`config.mk`:
```
export PLATFORM = sky130hd
export DESIGN_NAME = sb_frame_config_ctrl_flat
export DESIGN_NICKNAME = d
export VERILOG_FILES = /design/src/rtl/sb_config_pkg.sv /design/src/rtl/sb_frame_config_ctrl_if.sv /design/src/rtl/sb_frame_config_ctrl.sv /design/src/flat_wrapper.sv
export SDC_FILE = /design/constraint.sdc
export NUM_CORES = 1
export LEC_CHECK = 0
export CAP_MARGIN = 20
export CORE_MARGIN = 4
export CORE_UTILIZATION = 52
export CTS_BUF_LIST = sky130_fd_sc_hd__clkbuf_8
export DETAILED_ROUTE_END_ITERATION = 10
export GPL_TIMING_DRIVEN = 0
export PLACE_DENSITY = 0.77
export REMOVE_ABC_BUFFERS = 1
export SLEW_MARGIN = 10
export SYNTH_ARGS = -nofsm -noshare
export SYNTH_HDL_FRONTEND = slang
export SYNTH_SLANG_ARGS = --single-unit
```
`constraint.sdc`:
```
create_clock -name prog_clk -period 1.7 [get_ports prog_clk]
set_clock_uncertainty 0.15 [all_clocks]
set_input_delay 0.34 -clock prog_clk [delete_from_list [all_inputs] [get_ports prog_clk]]
set_output_delay 0.34 -clock prog_clk [all_outputs]
set_load 0.1 [all_outputs]
```
`src/rtl/sb_config_pkg.sv`:
```
// ============================================================================
// sb_config_pkg : shared defaults, FSM state type and counter sizing helper
// Rev 1.0
// ============================================================================
`default_nettype none

package sb_config_pkg;

  localparam int c_NUM_MEM      = 18;
  localparam int c_BITS_PER_MEM = 2;
  localparam int c_ADDR_W       = 6;

  typedef enum logic [2:0] {
    ST_IDLE   = 3'd0,
    ST_ACCEPT = 3'd1,
    ST_STROBE = 3'd2,
    ST_HOLD   = 3'd3,
    ST_FINISH = 3'd4
  } state_t;

  // A range of one still needs a one-bit counter.
  function automatic int cnt_w(input int n);
    return (n > 1) ? $clog2(n) : 1;
  endfunction

endpackage

`default_nettype wire

```
`src/rtl/sb_frame_config_ctrl_if.sv`:
```
// ============================================================================
// sb_frame_config_ctrl_if : bitstream handshake and frame decoder write bus
// Rev 1.0
// ============================================================================
`default_nettype none

interface sb_frame_config_ctrl_if #(
  parameter int ADDR_W = sb_config_pkg::c_ADDR_W
);

  logic              start;
  logic              abort;
  logic              cfg_valid;
  logic              cfg_bit;
  logic              cfg_ready;
  logic              enable;
  logic [0:ADDR_W-1] address;
  logic              data_in;
  logic              busy;
  logic              done;

  modport master (
    output start, abort, cfg_valid, cfg_bit,
    input  cfg_ready, enable, address, data_in, busy, done
  );

  modport slave (
    input  start, abort, cfg_valid, cfg_bit,
    output cfg_ready, enable, address, data_in, busy, done
  );

endinterface

`default_nettype wire

```
`src/rtl/sb_frame_config_ctrl.sv`:
```
// ============================================================================
// sb_frame_config_ctrl : serial bitstream to switch-block frame write sequencer
// Rev 1.0
// ============================================================================
`default_nettype none

module sb_frame_config_ctrl
  import sb_config_pkg::*;
#(
  parameter int NUM_MEM      = c_NUM_MEM,
  parameter int BITS_PER_MEM = c_BITS_PER_MEM,
  parameter int ADDR_W       = c_ADDR_W
) (
  input  logic                  prog_clk,
  input  logic                  pReset,
  sb_frame_config_ctrl_if.slave bus
);

  localparam int c_MEM_W = cnt_w(NUM_MEM);
  localparam int c_BIT_W = cnt_w(BITS_PER_MEM);
  localparam logic [c_MEM_W-1:0] c_MEM_LAST = c_MEM_W'(NUM_MEM - 1);
  localparam logic [c_BIT_W-1:0] c_BIT_LAST = c_BIT_W'(BITS_PER_MEM - 1);

  state_t            r_state;
  state_t            w_state_nxt;
  logic [c_MEM_W-1:0] r_mem_idx;
  logic [c_BIT_W-1:0] r_bit_idx;
  logic [0:ADDR_W-1] r_address;
  logic              r_data_in;

  logic              w_cfg_ready;
  logic              w_enable;
  logic              w_busy;
  logic              w_done;
  logic              w_handshake;
  logic              w_start_acc;
  logic              w_last;
  logic [ADDR_W-2:0] w_mem_field;
  logic [ADDR_W-1:0] w_addr_val;

  assign w_last      = (r_mem_idx == c_MEM_LAST) && (r_bit_idx == c_BIT_LAST);
  assign w_handshake = (r_state == ST_ACCEPT) && bus.cfg_valid && !bus.abort;
  assign w_start_acc = (r_state == ST_IDLE) && bus.start && !bus.abort;

  // Bit select lands in address[0], the most significant position of the value.
  assign w_mem_field = (ADDR_W - 1)'(r_mem_idx);
  assign w_addr_val  = {r_bit_idx[0], w_mem_field};

  always_ff @(posedge prog_clk or posedge pReset) begin
    if (pReset) begin
      r_state <= ST_IDLE;
    end else begin
      r_state <= w_state_nxt;
    end
  end

  always_comb begin
    w_state_nxt = r_state;
    if (bus.abort) begin
      w_state_nxt = ST_IDLE;
    end else begin
      case (r_state)
        ST_IDLE:   if (bus.start) w_state_nxt = ST_ACCEPT;
        ST_ACCEPT: if (bus.cfg_valid) w_state_nxt = ST_STROBE;
        ST_STROBE: w_state_nxt = ST_HOLD;
        ST_HOLD:   w_state_nxt = w_last ? ST_FINISH : ST_ACCEPT;
        ST_FINISH: w_state_nxt = ST_IDLE;
        default:   w_state_nxt = ST_IDLE;
      endcase
    end
  end

  // Strobes are masked by abort so a cancelled load never writes or completes.
  always_comb begin
    w_cfg_ready = 1'b0;
    w_enable    = 1'b0;
    w_busy      = 1'b0;
    w_done      = 1'b0;
    case (r_state)
      ST_ACCEPT: begin
        w_cfg_ready = !bus.abort;
        w_busy      = 1'b1;
      end
      ST_STROBE: begin
        w_enable = !bus.abort;
        w_busy   = 1'b1;
      end
      ST_HOLD:   w_busy = 1'b1;
      ST_FINISH: w_done = !bus.abort;
      default:   ;
    endcase
  end

  always_ff @(posedge prog_clk or posedge pReset) begin
    if (pReset) begin
      r_mem_idx <= '0;
      r_bit_idx <= '0;
    end else if (w_start_acc) begin
      r_mem_idx <= '0;
      r_bit_idx <= '0;
    end else if ((r_state == ST_HOLD) && !bus.abort && !w_last) begin
      if (r_bit_idx == c_BIT_LAST) begin
        r_bit_idx <= '0;
        r_mem_idx <= r_mem_idx + 1'b1;
      end else begin
        r_bit_idx <= r_bit_idx + 1'b1;
      end
    end
  end

  always_ff @(posedge prog_clk or posedge pReset) begin
    if (pReset) begin
      r_address <= '0;
      r_data_in <= 1'b0;
    end else if (w_handshake) begin
      r_address <= w_addr_val;
      r_data_in <= bus.cfg_bit;
    end
  end

  assign bus.cfg_ready = w_cfg_ready;
  assign bus.enable    = w_enable;
  assign bus.busy      = w_busy;
  assign bus.done      = w_done;
  assign bus.address   = r_address;
  assign bus.data_in   = r_data_in;

endmodule

`default_nettype wire

```
`src/flat_wrapper.sv`:
```
// flat-port wrapper written by rule: the top's interface ports become plain ports
module sb_frame_config_ctrl_flat import sb_config_pkg::*;
#(
  parameter int NUM_MEM      = c_NUM_MEM,
  parameter int BITS_PER_MEM = c_BITS_PER_MEM,
  parameter int ADDR_W       = c_ADDR_W
)
  (prog_clk, pReset, bus_start, bus_abort, bus_cfg_valid, bus_cfg_bit, bus_cfg_ready, bus_enable, bus_address, bus_data_in, bus_busy, bus_done);
  sb_frame_config_ctrl_if #(.ADDR_W(ADDR_W)) bus_i ();
  input  logic prog_clk;
  input  logic pReset;
  input wire logic [$bits(bus_i.start)-1:0] bus_start;
  input wire logic [$bits(bus_i.abort)-1:0] bus_abort;
  input wire logic [$bits(bus_i.cfg_valid)-1:0] bus_cfg_valid;
  input wire logic [$bits(bus_i.cfg_bit)-1:0] bus_cfg_bit;
  output wire logic [$bits(bus_i.cfg_ready)-1:0] bus_cfg_ready;
  output wire logic [$bits(bus_i.enable)-1:0] bus_enable;
  output wire logic [$bits(bus_i.address)-1:0] bus_address;
  output wire logic [$bits(bus_i.data_in)-1:0] bus_data_in;
  output wire logic [$bits(bus_i.busy)-1:0] bus_busy;
  output wire logic [$bits(bus_i.done)-1:0] bus_done;
  assign bus_i.start = bus_start;
  assign bus_i.abort = bus_abort;
  assign bus_i.cfg_valid = bus_cfg_valid;
  assign bus_i.cfg_bit = bus_cfg_bit;
  assign bus_cfg_ready = bus_i.cfg_ready;
  assign bus_enable = bus_i.enable;
  assign bus_address = bus_i.address;
  assign bus_data_in = bus_i.data_in;
  assign bus_busy = bus_i.busy;
  assign bus_done = bus_i.done;
  sb_frame_config_ctrl #(.NUM_MEM(NUM_MEM), .BITS_PER_MEM(BITS_PER_MEM), .ADDR_W(ADDR_W)) u_core (.prog_clk(prog_clk), .pReset(pReset), .bus(bus_i));
endmodule
```
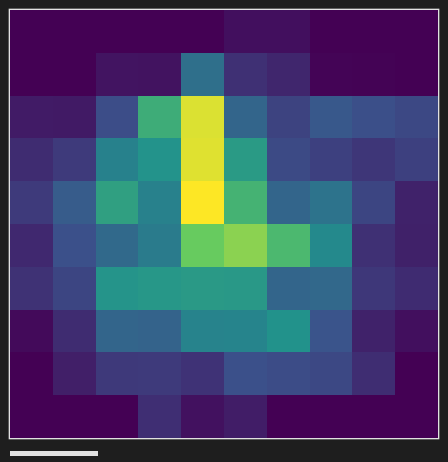
(images/metal_density.png)
The bar under the picture is 10 um long. 10 x 10 tiles, from dark purple (low) to yellow (high), scaled to the fullest tile. Values are wire area over tile area, all layers added.
densest ninth of the die: center
tiles over half the peak: 16%
fullest tile: 0.64
mean over tiles: 0.15
nearly empty tiles: 22%

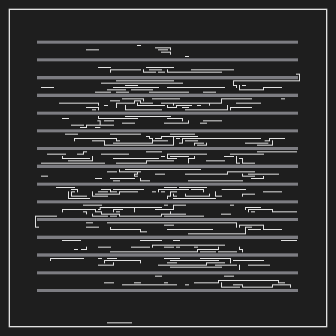
(images/layer_met1.png)
Supply wires on this layer in gray.
share of all routed wire: 37%
longest straight run: 19.8 um
wire length on this layer: 796 um
nets with wire on the layer: 86
main direction: horizontal

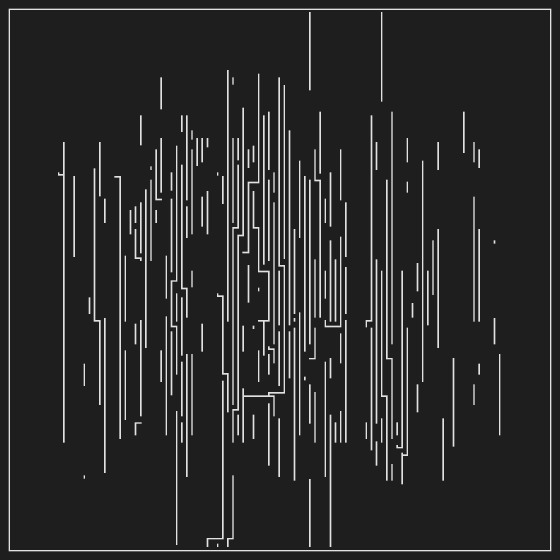
(images/layer_met2.png)
nets with wire on the layer: 98
longest straight run: 26.9 um
share of all routed wire: 52%

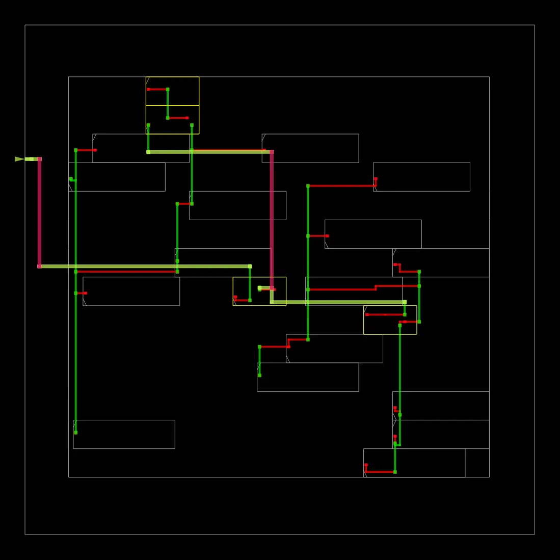
(images/clocks.png)
Sink Count: 16
Latency at later pin: 0.26 ns
Num CTS Buffers: 3

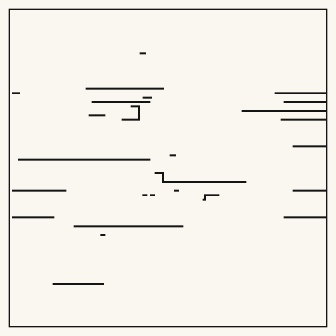
(images/layer_met3.png)
share of all routed wire: 7.5%
longest straight run: 20.0 um
nets with wire on the layer: 20
main direction: horizontal

==> impl_metrics.py <==
# Metrics from the implementation run
metrics = {
    "status": {
        "status": "finished, violations left",
        "violations": "setup timing",
    },
    "finish": {
        "lay_top_cells": "13 x dfrtp_1, 7 x mux2_4",
        "final-comb-area_um2": 449,
        "instances_no_fill": 114,
        "area_share_clock_buf_inv_pct": 4.57,
        "fin_util_pct": 79.1,
        "seq-cell-share_pct": 33.5,
        "fillers": 80,
        "nonClkBufAreaFrac_pct": 22.3,
        "fin_area_um2": 1200,
        "layout_top_cell": "dfrtp_1",
        "nMultiInputCombCells": 51,
        "diodes": 0,
        "largestClassByArea": "multi-input combinational cells",
        "seq_cells": 16,
    },
    "logic_synthesis": {
        "edf_count": 0,
        "top_area_share_pct": 47.1,
        "top_cell": "dfrtp_1",
        "syn_area_um2": 851,
        "topCellsByArea": "dfrtp_1 47%, mux2_4 12%, mux2i_1 3.5%",
        "ys_seq_share_pct": 47.1,
        "synth_chip_area_um2": 851,
        "ys_cells": 72,
        "top_area_cell": "dfrtp_1",
        "synth_xor_xnor_area_share_pct": 2.06,
        "ys_ff": 16,
        "yosys_warnings": 0,
        "async_reset_ff_share_pct": 100,
        "syn_area_per_cell_um2": 11.8,
        "topCombFamilyByArea": "simple AND/OR/NAND/NOR gates",
    },
    "clocking": {
        "path_clk_slew_ns": 0.06,
        "cts_tree": "done",
        "ctsRootBufferMaster": "clkbuf_8",
        "cts-htree-levels": 1,
    },
    "global_route": {
        "gr-total-overflow": 0,
        "grt_pass1_vias": 670,
        "grt_use_total_pct": 17.7,
        "antenna_found_initial": 0,
        "busiest_layer": "met2",
        "grt_max_degree": 17,
    },
    "die": {
        "die-width_um": 48.5,
        "core_um2": 1520,
        "rows": 14,
        "nWellTaps": 16,
    },
    "detailed_routing": {
        "first_iter_violations": 15,
        "vias": 681,
        "wl_met3_um": 158,
        "dr.pass1.iters": 4,
        "post_drt_wl_per_cell_um": 18.6,
        "postRouteAntennaNets": 0,
        "drt_wl_total_um": 2120,
    },
    "power": {
        "pg_comb_w": 0.000261,
        "vdd_drop_max_mv": 0.609,
        "p_sw_w": 0.000325,
        "finalPower_w": 0.00101,
        "pg_seq_w": 0.000410,
        "powerClk_w": 0.000344,
        "power-top-group": "registers",
        "power_frac_seq_pct": 40.4,
    },
    "flow_run": {
        "cap_violations": 0,
        "warnings": 28,
    },
    "worst_setup_path": {
        "critPathLaunchType": "register",
        "critical-path-top-delay-family": "flip-flops",
        "crit_chain": "buf_6, nor3_4, and2_4, buf_12",
        "worstSetupStartpoint": "u_core.r_state[1]",
        "cp_num_buf_inv": 2,
        "r2r-end": "u_core.bus.address[4]",
        "path_max_fanout": 5,
        "cp.depth": 4,
    },
    "sta": {
        "period_minus_slack_ns": 1.90,
        "worst_pin_slew_ns": 0.628,
        "whs_ns": 0.326,
        "max_freq_ghz": 0.527,
        "setup_viol": 4,
        "worst_slack_ns": -0.196,
        "slew_viol_final": 0,
    },
    "place": {
        "place_ws_ns": -1.26,
        "gp_congestion": 0.796,
        "portBuffers": 16,
        "detailed_place_hpwl_um": 1140,
    },
}
Power is estimated from default activity; no workload was simulated.
